[config.mk]
export PLATFORM = sky130hd
export DESIGN_NAME = reg_file_wb_flat
export DESIGN_NICKNAME = d
export VERILOG_FILES = /design/src/rtl/cpu_pkg.sv /design/src/rtl/reg_file_wb_if.sv /design/src/rtl/reg_scoreboard.sv /design/src/rtl/reg_file_wb.sv /design/src/flat_wrapper.sv
export SDC_FILE = /design/constraint.sdc
export NUM_CORES = 2
export LEC_CHECK = 0
export ABC_AREA = 0
export CORE_MARGIN = 4
export CORE_UTILIZATION = 35
export DETAILED_ROUTE_END_ITERATION = 10
export GPL_ROUTABILITY_DRIVEN = 1
export PLACE_DENSITY = 0.53
export SKIP_LAST_GASP = 1
export SLEW_MARGIN = 20
export SYNTH_ARGS = -nofsm -noshare
export SYNTH_HDL_FRONTEND = slang
export SYNTH_SLANG_ARGS = --single-unit
[constraint.sdc]
create_clock -name clk -period 4.2 [get_ports clk]
set_input_delay 0.84 -clock clk [delete_from_list [all_inputs] [get_ports clk]]
set_output_delay 0.84 -clock clk [all_outputs]
set_load 0.05 [all_outputs]
[src/rtl/cpu_pkg.sv]
// Shared CPU datapath types and widths used by the register file, the ID/EX rt-rd mux and the
// pipeline registers.
package cpu_pkg;

  localparam int unsigned DATA_W   = 32;
  localparam int unsigned ADDR_W   = 5;
  localparam int unsigned PEND_W   = 2;
  localparam int unsigned NUM_REGS = 1 << ADDR_W;

  typedef logic [ADDR_W-1:0] reg_num_t;
  typedef logic [DATA_W-1:0] word_t;
  typedef logic [PEND_W-1:0] pend_t;

  localparam reg_num_t REG_ZERO = '0;
  localparam pend_t    PEND_MAX = '1;
  localparam pend_t    PEND_ONE = pend_t'(1);

endpackage

[src/rtl/reg_file_wb_if.sv]
// Bundle between ID / MEM-WB (master) and the write-back register file (slave).
interface reg_file_wb_if;
  import cpu_pkg::*;

  reg_num_t rs_addr;
  reg_num_t rt_addr;
  word_t    rs_data;
  word_t    rt_data;
  logic     id_issue;
  reg_num_t id_dst;
  logic     wb_regwrite;
  reg_num_t wb_dst;
  word_t    wb_data;
  logic     stall;
  logic     pend_full;

  modport master (
    output rs_addr, rt_addr, id_issue, id_dst, wb_regwrite, wb_dst, wb_data,
    input  rs_data, rt_data, stall, pend_full
  );

  modport slave (
    input  rs_addr, rt_addr, id_issue, id_dst, wb_regwrite, wb_dst, wb_data,
    output rs_data, rt_data, stall, pend_full
  );

endinterface

[src/rtl/reg_scoreboard.sv]
// Per-register pending-write counters: raise on ID issue, lower on write-back commit, and flag
// RAW stalls and counter saturation to ID.
module reg_scoreboard
  import cpu_pkg::*;
(
  input  logic     clk,
  input  logic     rst_n,
  input  reg_num_t rs_addr,
  input  reg_num_t rt_addr,
  input  logic     id_issue,
  input  reg_num_t id_dst,
  input  logic     wb_regwrite,
  input  reg_num_t wb_dst,
  output logic     stall,
  output logic     pend_full
);

  pend_t pend_q [NUM_REGS];
  pend_t pend_d [NUM_REGS];
  logic  inc, dec, bypass_rs, bypass_rt;

  // pend_q[0] is never incremented or decremented, so it stays at its reset value of zero.
  always_comb begin
    pend_full = id_issue && (pend_q[id_dst] == PEND_MAX);
    inc       = id_issue && (id_dst != REG_ZERO) && !pend_full;
    dec       = wb_regwrite && (wb_dst != REG_ZERO) && (pend_q[wb_dst] != '0);
    bypass_rs = wb_regwrite && (wb_dst == rs_addr) && (pend_q[rs_addr] == PEND_ONE);
    bypass_rt = wb_regwrite && (wb_dst == rt_addr) && (pend_q[rt_addr] == PEND_ONE);
    stall     = ((pend_q[rs_addr] != '0) && !bypass_rs) ||
                ((pend_q[rt_addr] != '0) && !bypass_rt);
  end

  always_comb begin
    pend_d = pend_q;
    // Issue and commit to the same register cancel out.
    if (!(inc && dec && (id_dst == wb_dst))) begin
      if (inc) pend_d[id_dst] = pend_q[id_dst] + PEND_ONE;
      if (dec) pend_d[wb_dst] = pend_q[wb_dst] - PEND_ONE;
    end
  end

  always_ff @(posedge clk or negedge rst_n) begin
    if (!rst_n) begin
      for (int unsigned i = 0; i < NUM_REGS; i++) pend_q[i] <= '0;
    end else begin
      pend_q <= pend_d;
    end
  end

endmodule

[src/rtl/reg_file_wb.sv]
// 32x32 register file at the write-back end of the pipeline: one write port from MEM/WB, two
// combinational write-first read ports for ID, plus the RAW-hazard scoreboard.
module reg_file_wb
  import cpu_pkg::*;
(
  input  logic          clk,
  input  logic          rst_n,
  reg_file_wb_if.slave  bus
);

  word_t regs_q [NUM_REGS];
  logic  wr_en;

  assign wr_en = bus.wb_regwrite && (bus.wb_dst != REG_ZERO);

  always_ff @(posedge clk or negedge rst_n) begin
    if (!rst_n) begin
      for (int unsigned i = 0; i < NUM_REGS; i++) regs_q[i] <= '0;
    end else if (wr_en) begin
      regs_q[bus.wb_dst] <= bus.wb_data;
    end
  end

  // Write-first: a commit in flight this cycle wins over the stored value.
  always_comb begin
    bus.rs_data = regs_q[bus.rs_addr];
    bus.rt_data = regs_q[bus.rt_addr];
    if (bus.rs_addr == REG_ZERO)                   bus.rs_data = '0;
    else if (wr_en && (bus.wb_dst == bus.rs_addr)) bus.rs_data = bus.wb_data;
    if (bus.rt_addr == REG_ZERO)                   bus.rt_data = '0;
    else if (wr_en && (bus.wb_dst == bus.rt_addr)) bus.rt_data = bus.wb_data;
  end

  reg_scoreboard u_scoreboard (
    .clk         (clk),
    .rst_n       (rst_n),
    .rs_addr     (bus.rs_addr),
    .rt_addr     (bus.rt_addr),
    .id_issue    (bus.id_issue),
    .id_dst      (bus.id_dst),
    .wb_regwrite (bus.wb_regwrite),
    .wb_dst      (bus.wb_dst),
    .stall       (bus.stall),
    .pend_full   (bus.pend_full)
  );

endmodule

[src/flat_wrapper.sv]
// flat-port wrapper written by rule: the top's interface ports become plain ports
module reg_file_wb_flat import cpu_pkg::*;
  (clk, rst_n, bus_rs_addr, bus_rt_addr, bus_id_issue, bus_id_dst, bus_wb_regwrite, bus_wb_dst, bus_wb_data, bus_rs_data, bus_rt_data, bus_stall, bus_pend_full);
  reg_file_wb_if bus_i ();
  input  logic clk;
  input  logic rst_n;
  input wire logic [$bits(bus_i.rs_addr)-1:0] bus_rs_addr;
  input wire logic [$bits(bus_i.rt_addr)-1:0] bus_rt_addr;
  input wire logic [$bits(bus_i.id_issue)-1:0] bus_id_issue;
  input wire logic [$bits(bus_i.id_dst)-1:0] bus_id_dst;
  input wire logic [$bits(bus_i.wb_regwrite)-1:0] bus_wb_regwrite;
  input wire logic [$bits(bus_i.wb_dst)-1:0] bus_wb_dst;
  input wire logic [$bits(bus_i.wb_data)-1:0] bus_wb_data;
  output wire logic [$bits(bus_i.rs_data)-1:0] bus_rs_data;
  output wire logic [$bits(bus_i.rt_data)-1:0] bus_rt_data;
  output wire logic [$bits(bus_i.stall)-1:0] bus_stall;
  output wire logic [$bits(bus_i.pend_full)-1:0] bus_pend_full;
  assign bus_i.rs_addr = bus_rs_addr;
  assign bus_i.rt_addr = bus_rt_addr;
  assign bus_i.id_issue = bus_id_issue;
  assign bus_i.id_dst = bus_id_dst;
  assign bus_i.wb_regwrite = bus_wb_regwrite;
  assign bus_i.wb_dst = bus_wb_dst;
  assign bus_i.wb_data = bus_wb_data;
  assign bus_rs_data = bus_i.rs_data;
  assign bus_rt_data = bus_i.rt_data;
  assign bus_stall = bus_i.stall;
  assign bus_pend_full = bus_i.pend_full;
  reg_file_wb u_core (.clk(clk), .rst_n(rst_n), .bus(bus_i));
endmodule
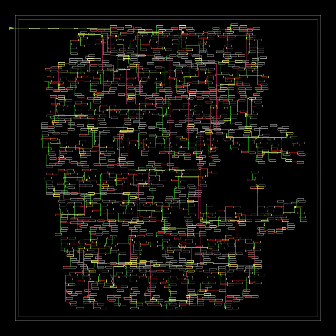
Figure 1: clock routing.
Num CTS Buffers: 130
clk pwr: 11,100 uW
clock buffers: 194

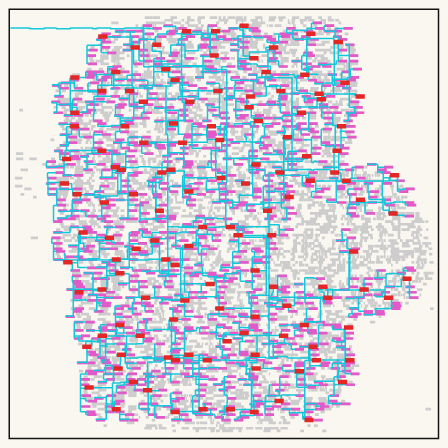
Figure 2: clock distribution.
Drawn at 1 px/um.
- magenta: flip-flops (count 1,088)
- cyan: clock wires (length 15,700 um)
- red: clock drivers (count 130)
- routed clock nets: 131

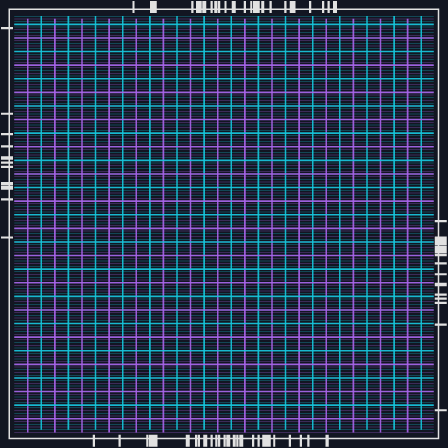
Figure 3: power grid.
Drawn at 1 px/um. Pins as bars on the die edge.
- cyan: VDD
- purple: VSS
- signal pins: 122
- met4 straps: 30
- met5 straps: 30
- rows: 153

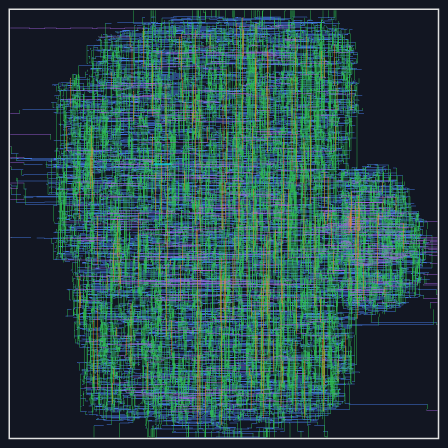
Figure 4: signal wires by layer.
Drawn at 1 px/um.
- purple: metal 3 (wire length 13,800 um)
- blue: metal 1 (wire length 95.9 mm)
- cyan: metal 5 (wire length 29.4 um)
- orange: metal 4 (wire length 7,410 um)
- green: metal 2 (wire length 105 mm)

-- cells in the final DEF (no fill, tap or decap), types with 10 or more instances in the layout --
master,count
dfrtp_1,1088
mux2_2,984
mux4_2,564
buf_4,376
mux2i_1,196
nand2_1,186
buf_12,169
clkbuf_16,139
nor2_1,121
a21oi_1,75
o21ai_0,65
nor3_1,45
nor2b_1,44
clkdlybuf4s50_1,40
a22oi_1,37
a211oi_1,34
nand3_1,34
clkbuf_1,34
a22o_1,32
a221oi_1,31
clkinv_2,24
a31oi_1,23
clkbuf_8,23
o22ai_1,22
o21ai_1,22
a211oi_2,22
a32oi_1,17
a221o_1,16
nor2_4,14
xnor2_1,13
nand4_1,12
and2_1,10
-- sequential cells by signal, summed over array words and instances (netlist names) --
signal                      flops
u_core.u_scoreboard.pend_q     64
u_core.regs_q                1024
==> CHANGELOG.md <==
### Physical design

* Status: finished, final reports clean
* Max-area cell class: multi-input combinational cells
* Core ar. at 175,000 sq um
* Post-DP Area at 69,000 sq um
* R2R cell count at 10
* Met3 usage at 0.0415
* Non-Clock Inverter Count at 11
* Die Height at 428 um
* Buffers on Ports at 121
* CTS tree: yes
* Post-synthesis adder-cell area fraction at 0.000406
* Worst r2r src: u_core.u_scoreboard.pend_q[23]$_DFFE_PN0N_
* Final Hold Fails at 0
* Reg2Reg Setup Slack at 830 ps
* Final instance area at 73,400 sq um
* DR vias at 42.2k
* Post-CTS setup buffer count at 0
* Seq_cells at 1,088
* Nature of the critical path endpoint: output pin
* FMAX at 244 MHz
* Hold slack at 65.7 ps
* Ys cells at 4,342
* Most common cell in the netlist: dfrtp_1
* CTS clk-pin slew, worst paths at 50 ps
* Post-Layout Cell Count at 7,004
* All-Layer GR Usage at 0.242
* Power Internal at 24,400 uW
* Post-Route Utilization at 0.420
* Largest delay share family, worst path: multiplexers
* Syn Std Cell Area at 61,700 sq um
* Avg Cell Area, Syn at 14.2 sq um
* Critical Path AT at 3250 ps
* Logic share of the area at 0.439
* Cells along the critical path: buf_12, buf_12, buf_12, mux4_2, mux4_2, a22oi_1, a21oi_1, buf_12
* Total power at 34,900 uW
* Die width at 428 um
* Highest-power group: registers
* Pwr dens at 475 nW/um^2
* WL met1 at 95.9 mm
* Rows at 153
* Worst Setup EP: bus_rt_data[15]
* Drc violations at 0
* Crit path time final at 4090 ps
* Area contributors post-synth: dfrtp_1 44%, mux4_2 21%, mux2_2 18%
* Final setup fails at 0
* Hold-fix buffers, CTS at 0
* LEAKAGE at 0.0310 uW
* Unrepaired setup endpoints after global routing: no
* Setup CP Type: in -> out
* Multi-input gates at 2,751
* Final worst slack at 106 ps
* Flops after synth at 1,088
* Nets at 4,642
* Count of plain and timing-repair buffers in the layout at 602
* Crit path depth at 8
* Combinational share of power at 0.262
* Count of final max-slew check failures at 0
* Pin count of the biggest net entering global routing at 121
* Uppermost layer routed: met5
* Vias in the first global route at 43.5k
* Flop share of the area at 0.371
* Area share of the largest cell type after synthesis at 0.441
* Compound Share, Synth at 0.0502
* Post-Place Worst Slack at -295 ps
* Chip area at 183,000 sq um
Power figures rest on the tool's default switching activity, not on a simulated workload.
